[config.mk]
export PLATFORM = sky130hd
export DESIGN_NAME = dram_banked_ctrl
export DESIGN_NICKNAME = d
export VERILOG_FILES = /design/src/rtl/dram_banked_ctrl.sv
export SDC_FILE = /design/constraint.sdc
export NUM_CORES = 1
export LEC_CHECK = 0
export CAP_MARGIN = 20
export CORE_MARGIN = 5
export CORE_UTILIZATION = 50
export CTS_CLUSTER_DIAMETER = 120
export DETAILED_ROUTE_END_ITERATION = 10
export GPL_TIMING_DRIVEN = 0
export PLACE_DENSITY = 0.8
export SLEW_MARGIN = 25
export SYNTH_ARGS = -nofsm -noshare
export SYNTH_HDL_FRONTEND = slang
export SYNTH_SLANG_ARGS = --single-unit
[constraint.sdc]
create_clock -name clk -period 2.17 [get_ports clk]
set_clock_uncertainty 0.2 [all_clocks]
set_input_delay 0.217 -clock clk [delete_from_list [all_inputs] [get_ports clk]]
set_output_delay 0.217 -clock clk [all_outputs]
set_load 0.02 [all_outputs]
[src/rtl/dram_banked_ctrl.sv]
// Multi-bank DRAM model: request/ready access port with 1-cycle registered reads,
// periodic and external refresh serviced round-robin, per-bank retention tracking.
module dram_banked_ctrl #(
  parameter int DATA_W           = 8,
  parameter int ADDR_W           = 6,
  parameter int BANKS            = 4,
  parameter int REFRESH_INTERVAL = 32,
  parameter int REFRESH_CYCLES   = 3,
  parameter int RETENTION        = 200
) (
  input  logic                     clk,
  input  logic                     rst,
  input  logic                     req_valid,
  output logic                     req_ready,
  input  logic                     wren,
  input  logic [ADDR_W-1:0]        addr,
  input  logic [DATA_W-1:0]        d_in,
  input  logic                     refresh,
  output logic                     rd_valid,
  output logic [DATA_W-1:0]        d_out,
  output logic                     rd_err,
  output logic                     refreshing,
  output logic [$clog2(BANKS)-1:0] ref_bank
);

  localparam int BANK_W = $clog2(BANKS);
  localparam int TMR_W  = $clog2(REFRESH_INTERVAL);
  localparam int CNT_W  = (REFRESH_CYCLES > 1) ? $clog2(REFRESH_CYCLES) : 1;
  localparam int RET_W  = $clog2(RETENTION + 1);

  localparam logic [TMR_W-1:0] TMR_LAST = TMR_W'(REFRESH_INTERVAL - 1);
  localparam logic [CNT_W-1:0] CYC_LAST = CNT_W'(REFRESH_CYCLES - 1);
  localparam logic [RET_W-1:0] RET_MAX  = RET_W'(RETENTION);

  typedef enum logic {S_IDLE, S_REFRESH} state_t;

  state_t             r_state, w_state_nxt;
  logic [CNT_W-1:0]   r_cyc_cnt, w_cyc_nxt;
  logic [TMR_W-1:0]   r_ref_timer;
  logic               r_ref_pending;
  logic [BANK_W-1:0]  r_ref_bank;
  logic [RET_W-1:0]   r_ret [BANKS];
  logic [DATA_W-1:0]  r_mem [2**ADDR_W];
  logic               r_rd_valid;
  logic [DATA_W-1:0]  r_d_out;
  logic               r_rd_err;

  logic               w_pend_clr;
  logic               w_ref_done;
  logic               w_tmr_wrap;
  logic               w_req_ready;
  logic               w_fire;
  logic [BANK_W-1:0]  w_bank;
  logic               w_rd_stale;

  assign w_tmr_wrap  = (r_ref_timer == TMR_LAST);
  // A refresh pulse blocks the access arriving in the same cycle so refresh always wins.
  assign w_req_ready = (r_state == S_IDLE) && !r_ref_pending && !refresh && rst;
  assign w_fire      = req_valid && w_req_ready;
  assign w_bank      = addr[ADDR_W-1 -: BANK_W];
  assign w_rd_stale  = (r_ret[w_bank] == RET_MAX);

  always_comb begin
    w_state_nxt = r_state;
    w_cyc_nxt   = r_cyc_cnt;
    w_pend_clr  = 1'b0;
    w_ref_done  = 1'b0;
    case (r_state)
      S_IDLE: begin
        if (r_ref_pending) begin
          w_state_nxt = S_REFRESH;
          w_cyc_nxt   = CYC_LAST;
          w_pend_clr  = 1'b1;
        end
      end
      S_REFRESH: begin
        if (r_cyc_cnt == '0) begin
          w_state_nxt = S_IDLE;
          w_ref_done  = 1'b1;
        end else begin
          w_cyc_nxt = r_cyc_cnt - 1'b1;
        end
      end
      default: w_state_nxt = S_IDLE;
    endcase
  end

  always_ff @(posedge clk or negedge rst) begin
    if (!rst) begin
      r_state       <= S_IDLE;
      r_cyc_cnt     <= '0;
      r_ref_timer   <= '0;
      r_ref_pending <= 1'b0;
      r_ref_bank    <= '0;
    end else begin
      r_state     <= w_state_nxt;
      r_cyc_cnt   <= w_cyc_nxt;
      r_ref_timer <= w_tmr_wrap ? '0 : r_ref_timer + 1'b1;
      // New requests arriving while one is taken are kept, not lost.
      r_ref_pending <= (r_ref_pending && !w_pend_clr) || w_tmr_wrap || refresh;
      if (w_ref_done) r_ref_bank <= r_ref_bank + BANK_W'(1);
    end
  end

  always_ff @(posedge clk or negedge rst) begin
    if (!rst) begin
      for (int b = 0; b < BANKS; b++) r_ret[b] <= '0;
    end else begin
      for (int b = 0; b < BANKS; b++) begin
        if (w_ref_done && (BANK_W'(b) == r_ref_bank)) r_ret[b] <= '0;
        else if (r_ret[b] != RET_MAX)                 r_ret[b] <= r_ret[b] + 1'b1;
      end
    end
  end

  always_ff @(posedge clk) begin
    if (w_fire && wren) r_mem[addr] <= d_in;
  end

  always_ff @(posedge clk or negedge rst) begin
    if (!rst) begin
      r_rd_valid <= 1'b0;
      r_d_out    <= '0;
      r_rd_err   <= 1'b0;
    end else begin
      r_rd_valid <= w_fire && !wren;
      if (w_fire && !wren) begin
        r_d_out  <= w_rd_stale ? '0 : r_mem[addr];
        r_rd_err <= w_rd_stale;
      end
    end
  end

  assign req_ready  = w_req_ready;
  assign rd_valid   = r_rd_valid;
  assign d_out      = r_d_out;
  assign rd_err     = r_rd_err;
  assign refreshing = (r_state == S_REFRESH);
  assign ref_bank   = r_ref_bank;

endmodule

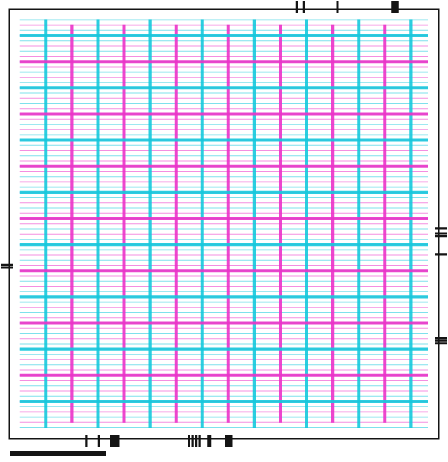
Fig. 1. Supply network (run 1).
The bar under the picture is 50 um long. Pins as bars on the die edge.
- cyan: VSS
- magenta: VDD
- met5 straps: 15
- rows: 78

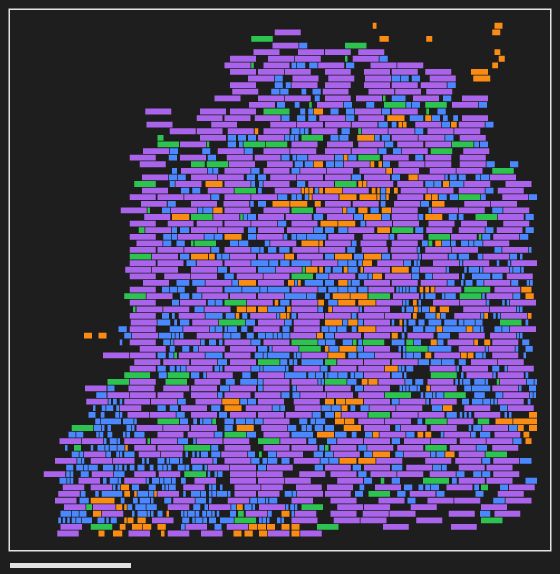
Fig. 2. Placement by cell class (run 1).
The bar under the picture is 50 um long.
- orange: other buffers and delay cells (cells 186)
- green: clock drivers and dummy loads (cells 95)
- purple: flops (cells 565)
- blue: all other logic (cells 798)

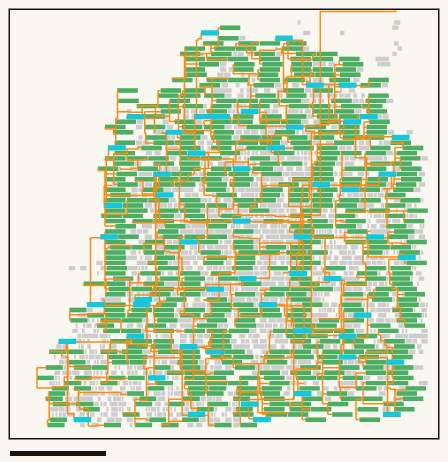
Fig. 3. Clock wires, drivers and flops (run 1).
The bar under the picture is 50 um long.
- green: flip-flops (count 565)
- cyan: cells driving clock nets (count 53)
- orange: clock wires (length 6220 um)
- routed clock nets: 54

==> flow_summary.ini, run 1 <==
; physical design summary
[power]
power_mw = 25.0
leakagePower_nw = 9.60
p_clk_share_pct = 38.9
sw_frac_of_total_pct = 24.1

[final_timing]
setup_viol = 516
tightestPinTransition_ps = 810
tns_ps = -77770
hold-worst-slack_ps = 4.84
finalCriticalPeriod_ps = 2380
finalWorstSetupSlack_ps = -213

[floorplan]
die_area_sq_mm = 0.0496
die_h_um = 223
fp.coreArea_sq_mm = 0.0451
die_x_um = 223
rows = 78
ios = 33

[finish]
regMostFlops = r_mem
antenna_cells = 0
final_area_sq_mm = 0.0279
synthToLayoutAreaGrowth_pct = 23.2

[synthesis]
ys_seq_share_pct = 73.8
yosysWarnings = 0
syn_avg_cell_area_sq_um = 15.6
syn_nets = 1489
synth_cell_type_count = 51
async_flop_share_pct = 9.38
yosysMostFrequentCell = edfxtp_1

[run_status]
outcome = finished, violations left
violations = negative setup slack

[worst_hold_path]
hold_end = r_mem[48][5]

[critical_path]
r2r-end = r_mem[42][2]
cp-end-kind = flip-flop
critical_path_arrival_ps = 2440
start_kind = flip-flop
critPathLaunch = r_ref_pending

[clock_network]
clock-sinks = 565
post_cts_buffers = 49
cts_resized = 222
clock_latency_ps = 610
cts_tree = done

[detailed_routing]
drt-initial-drc-count = 1735
[run 1: metal layers]
metal  global-route usage [%]  vias up  part of all wire (%)
li1                         -     6025                     -
met1                     29.4     7092                    36
met3                     4.04      203                   8.8
met5                        0        -                     0
met2                     39.4      859                    50
met4                     11.3        0                   5.9
[run 1: through the flow]
step	setup WS (ps)	std cells
detailed placement	-1460	2091
CTS	-175	2240
floorplan	-220	1455
finish	-213	2244
global route	-277	2244
global placement	-2930	2086
[run 1: worst max-delay path, cell delays in order, from the launching register on]
cell and delay, ps:
dfrtp_2 430, nor4b_4 370, nand3_2 220, nor2_4 200
buf_12 170, nand2_8 150, nor2_4 280
[run 1: power by group through the flow]
stage / clock network [mW] / logic, mW / registers (mW)
4_1_cts: 9.70 / 2.51 / 12.6
3_3_place_gp: 0 / 2.18 / 12.8
5_1_grt: 10.2 / 2.85 / 12.7
3_5_place_dp: 0 / 2.30 / 12.8
6_report: 9.72 / 2.63 / 12.6
2_1_floorplan: 0 / 1.43 / 12.8
[run 1: final cells by class]
cell class / instances / area [sq um]
Inverter: 58 / 220
Timing Repair Buffer: 97 / 1360
Multi-Input combinational cell: 740 / 6420
Clock inverter: 33 / 409
Clock buffer: 62 / 1400
Tap cell: 600 / 751
Buffer: 89 / 618
Fill cell: 3030 / 17200
Sequential cell: 565 / 16700
[run 1: kinds of logic (layout without fill, tap and decap cells)]
| kind of cell | count (synthesis) | after routing | share of synthesized area, % |
|---|---|---|---|
| mux | 135 | 135 | 6.11 |
| simple gates | 272 | 272 | 5.46 |
| xor+xnor | 29 | 29 | 1.12 |
| flops | 565 | 565 | 73.8 |
| compound gates | 288 | 289 | 9.69 |
| buf+inv | 151 | 339 | 2.99 |
| fa+ha+maj | 15 | 15 | 0.829 |
## Run 2: what changed since run 1
--- a/config.mk
+++ b/config.mk
@@ -5,13 +5,15 @@
 export SDC_FILE = /design/constraint.sdc
 export NUM_CORES = 1
 export LEC_CHECK = 0
+export ABC_CLOCK_PERIOD_IN_PS = 2170
 export CAP_MARGIN = 20
 export CORE_MARGIN = 5
 export CORE_UTILIZATION = 50
 export CTS_CLUSTER_DIAMETER = 120
 export DETAILED_ROUTE_END_ITERATION = 10
 export GPL_TIMING_DRIVEN = 0
-export PLACE_DENSITY = 0.8
+export PLACE_DENSITY = 0.68
+export REMOVE_ABC_BUFFERS = 1
 export SLEW_MARGIN = 25
 export SYNTH_ARGS = -nofsm -noshare
 export SYNTH_HDL_FRONTEND = slang
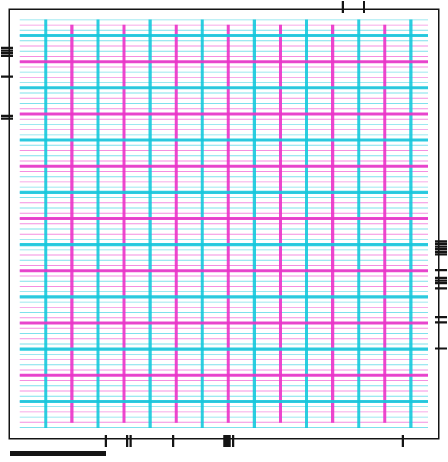
Fig. 4. Supply network (run 2).
The bar under the picture is 50 um long. Pins as bars on the die edge.
- magenta: VDD
- cyan: VSS
- met1 rails: 79
- met5 straps: 15
- signal pins: 33

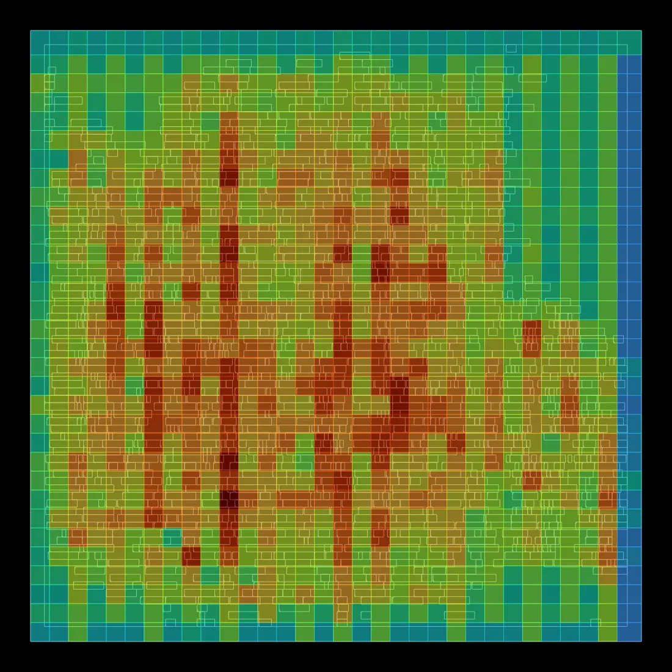
Fig. 5. Congestion heat map (run 2).
met2 Usage GRT: 33.9%
routed len/inst: 24.4 um

==> run 2 against run 1 <==
The run still ends with negative setup slack left. Highest routed layer unchanged. Synthesized area is the same. Die size is the same. Sequential share of layout area grew 1.7 points. Combinational power shrank 9.1%.
==> flow_summary.ini, run 2 <==
; physical design summary
[finish]
regMostFlops = r_mem
synthToLayoutAreaGrowth_pct = 19.9

[final_timing]
tns_ps = -39900
finalCriticalPeriod_ps = 2330
setup_viol = 520
tightestPinTransition_ps = 932
finalWorstSetupSlack_ps = -163

[power]
sw_frac_of_total_pct = 23.7
power.group.top = registers
p_clk_share_pct = 38.4
clk-power_mw = 9.36

[critical_path]
worstSetupPathDepth = 6
critPathLaunch = r_mem[17][5]
cpPeakStageDelay_ps = 520
path_cells = mux2i_1, o22ai_1, o31ai_1, o2111ai_2, nor4bb_2, o21ai_1
start_kind = flip-flop
slowest_stage = nor4bb_2

[synthesis]
syn_avg_cell_area_sq_um = 15.6
yosysWarnings = 0
synth_cell_type_count = 51
async_flop_share_pct = 9.38

[floorplan]
die_x_um = 223
ios = 33
fp.coreArea_sq_mm = 0.0451
rows = 78

[clock_network]
clock_latency_ps = 610
cts_tree = done

[run_status]
violations = negative setup slack
outcome = finished, violations left

[detailed_routing]
drt-initial-drc-count = 1372
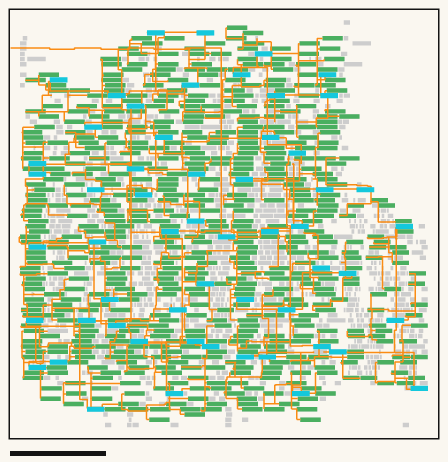
Fig. 6. Clock wires, drivers and flops (run 2).
The bar under the picture is 50 um long.
- green: flip-flops (count 565)
- cyan: cells driving clock nets (count 56)
- orange: clock wires (length 6250 um)
- flops lie: spread over the die

## run 2: cell counts after synthesis
No cell type changed its count.
## run 2: timing repair
item,in CTS,in global routing
resized,214,30
cloned,7,1
setup buffers,51,2
endpoints found under the setup margin,523,522
pin swaps,63,24
hold endpoints to repair,225,0
hold buffers,11,0
## run 2: layout make-up
type,count,area [sq um]
multi-input combinational,745,6220
inverter,58,220
tap,600,751
fill,3350,18000
clock buffer,77,1520
sequential,565,16700
clock inverter,22,236
timing repair buffer,108,1480
## run 2: metrics by stage
step | util, % | cells | hold slack [ps] | total power [mW] | worst slack, ps
after floorplan | - | 1362 | -279 | 14.0 | -1260
after global placement | 51.5 | 1994 | 243 | 15.1 | -11290
after detailed placement | 52.1 | 2004 | 102 | 15.0 | -1990
after CTS | 59.8 | 2172 | 97.6 | 24.4 | -135
after global routing | 60.2 | 2175 | 137 | 25.3 | -286
final | 60.2 | 2175 | 115 | 24.4 | -163
## run 2: path summary, 6_finish.rpt
kind	end
worst max-delay path	d_out[5]
worst min-delay path	r_ref_pending
worst max register to register	d_out[5]
worst min register to register	r_ref_timer[0]
max in group asynchronous	refreshing
min in group asynchronous	d_out[6]
## run 2: per-layer routing
layer / wire, um / GRT usage, % / up-vias
li1: - / - / 5883
met1: 21100 / 27.9 / 6614
met2: 26000 / 33.9 / 576
met3: 3820 / 3.78 / 122
met4: 2220 / 8.93 / 0
met5: 0 / 0 / -
## run 2: cell families (layout without fill, tap and decap cells)
logic type	after synthesis	after routing	synth area share [%]
buffers and inverters	151	265	2.99
xor gates and xnor gates	29	29	1.12
adders and majority gates	15	15	0.829
AOI/OAI and AO/OA	288	288	9.69
DFF	565	565	73.8
muxes	135	135	6.11
and+or+nand+nor	272	278	5.46
## Run 3: what changed since run 2
--- a/config.mk
+++ b/config.mk
@@ -8,11 +8,11 @@
 export ABC_CLOCK_PERIOD_IN_PS = 2170
 export CAP_MARGIN = 20
 export CORE_MARGIN = 5
-export CORE_UTILIZATION = 50
+export CORE_UTILIZATION = 35
+export CTS_BUF_LIST = sky130_fd_sc_hd__clkbuf_4 sky130_fd_sc_hd__clkbuf_8
 export CTS_CLUSTER_DIAMETER = 120
 export DETAILED_ROUTE_END_ITERATION = 10
 export GPL_TIMING_DRIVEN = 0
-export PLACE_DENSITY = 0.68
 export REMOVE_ABC_BUFFERS = 1
 export SLEW_MARGIN = 25
 export SYNTH_ARGS = -nofsm -noshare
==> constraint.sdc (replaced) <==
create_clock -name clk -period 2.17 [get_ports clk]
set_clock_uncertainty 0.2 [all_clocks]
set_input_delay 0.3255 -clock clk [delete_from_list [all_inputs] [get_ports clk]]
set_output_delay 0.3255 -clock clk [all_outputs]
set_load 0.02 [all_outputs]
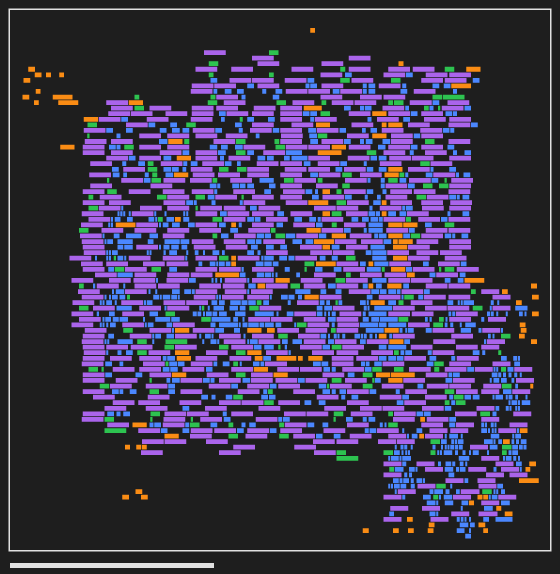
Fig. 7. Placement by cell class (run 3).
The bar under the picture is 100 um long.
- green: clock drivers and dummy loads (cells 169)
- blue: all other logic (cells 803)
- purple: flops (cells 565)
- orange: other buffers and delay cells (cells 120)

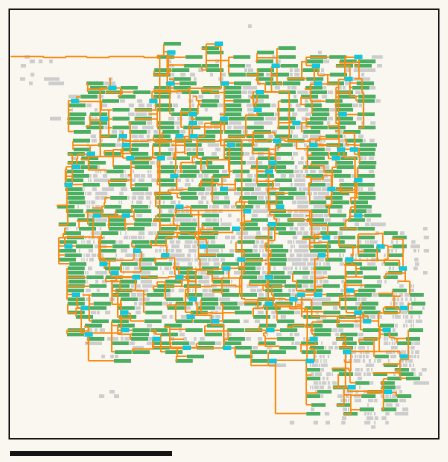
Fig. 8. Clock wires, drivers and flops (run 3).
The bar under the picture is 100 um long.
- green: flip-flops (count 565)
- cyan: cells driving clock nets (count 93)
- orange: clock wires (length 7050 um)
- routed clock nets: 94

==> run 3 against run 2 <==
The flow still finishes with violations (negative setup slack). Non-clock buffer count grew 12. Largest cell class unchanged. Cell count grew 16%. Sequential share of layout area fell by 2.2 points. Clock power up 0.9%. Critical path depth grew 2. Flip-flop count stayed put. Count of clock-buffer cells in the layout increased by 62. Worst setup slack lost 38 ps. Sequential power hardly changed.
==> flow_summary.ini, run 3 <==
; physical design summary
[clock_network]
clock_latency_ps = 670

[synthesis]
async_flop_share_pct = 9.38
ys_seq_share_pct = 73.8
synth_cell_type_count = 51
yosysWarnings = 0

[power]
p_comb_mw = 2.49
power_mw = 24.5
p_seq_mw = 12.6
sw_frac_of_total_pct = 24.1
power.group.top = registers
p_clk_share_pct = 38.5
leakagePower_nw = 9.67

[final_timing]
finalCriticalPeriod_ps = 2370
finalWorstSetupSlack_ps = -202
hold-worst-slack_ps = 68.5
setup_viol = 513
tightestPinTransition_ps = 785
tns_ps = -58030

[critical_path]
cpLargestDelayFamily = simple AND/OR/NAND/NOR gates
cpPeakStageDelay_ps = 410
cp-end-kind = flip-flop
critical_path_arrival_ps = 2490
path_cells = nor4b_4, buf_6, nand3_4, nor2_4, buf_6, buf_12, nand2_8, nor2_4
slowest_stage = dfrtp_2

[floorplan]
die_h_um = 264
die_x_um = 264
fp.coreArea_sq_mm = 0.0642

[finish]
regMostFlops = r_mem
fin_cells = 2513
final_area_sq_mm = 0.0281

[placed_design]
dp.cells = 2263

[run_status]
outcome = finished, violations left
violations = negative setup slack

[global_routing]
use_met1_pct = 21.1

[detailed_routing]
wire_per_inst_um = 22.0
drt-initial-drc-count = 1164
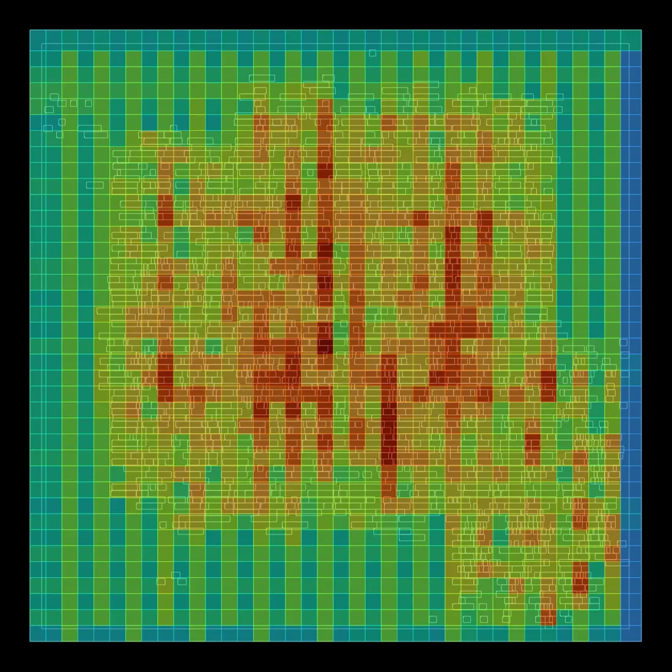
Fig. 9. Congestion heat map (run 3).
GRT Util Overall: 15.3%
met2 Usage GRT: 24.5%

run 3: netlist changes by cell type in the layout (fill, tap and decap cells not counted), moves of 11 or more:
cell,delta
buf_12,+20
clkdlybuf4s50_1,-13
clkinv_1,+11
clkbuf_8,+96
clkbuf_1,-18
clkbuf_16,-56
dlygate4sd2_1,+12
clkbuf_4,+41
run 3: kinds of logic (layout without fill, tap and decap cells):
family	Yosys count	after routing	synth area share [%]
buf+inv	151	347	2.99
compound gates	288	288	9.69
simple gates	272	278	5.46
mux	135	135	6.11
other cells	0	1	0
xor+xnor	29	29	1.12
fa+ha+maj	15	15	0.829
flops	565	565	73.8
run 3: repair_timing:
action | 4_1_cts | 5_1_grt
gates resized | 253 | 35
endpoints found under the setup margin | 536 | 522
cloned | 8 | 2
endpoints found under the hold margin | 278 | 0
buffers inserted | 52 | 9
pin swaps | 71 | 38
hold buffers | 9 | 0
run 3: cell type report:
class | count | area (sq um) | area share (%)
Sequential cell | 565 | 16700 | 59.4
Multi-Input combinational cell | 745 | 6420 | 22.8
Timing Repair Buffer | 120 | 1800 | 6.41
Clock buffer | 139 | 1660 | 5.89
Tap cell | 855 | 1070 | 3.80
Clock inverter | 30 | 236 | 0.841
Inverter | 58 | 223 | 0.792
Antenna cell | 1 | 2.50 | 0.00890
run 3: worst register-to-register path, stage by stage (launching register included):
cell,delay (ps)
dfrtp_2,410
nor4b_4,260
buf_6,160
nand3_4,150
nor2_4,160
buf_6,140
buf_12,100
nand2_8,140
nor2_4,310
run 3: layer usage:
metal | part of all wire (%) | vias to the layer above
li1 | - | 6008
met1 | 43 | 6778
met2 | 48 | 463
met3 | 6.5 | 85
met4 | 2.0 | 0
met5 | 0 | -

## Gallery

Wiring by layer.
Plate I
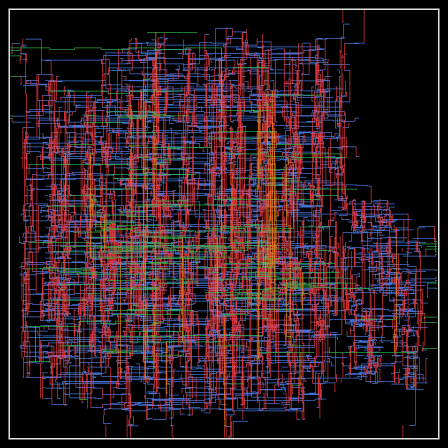
Plate II
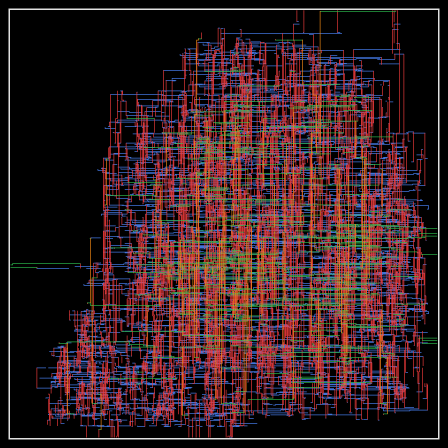
Plate III
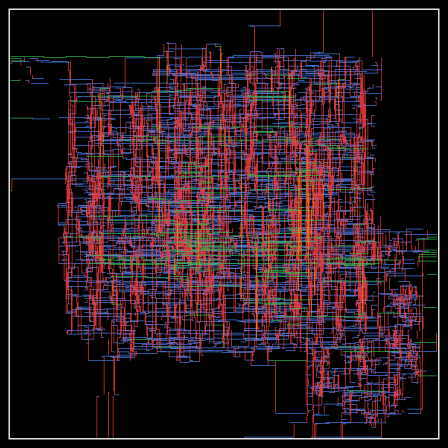
| from | picture |
|---|---|
| run 3 | Plate III |
| run 1 | Plate II |
| run 2 | Plate I |

Power is estimated from default activity; no workload was simulated.
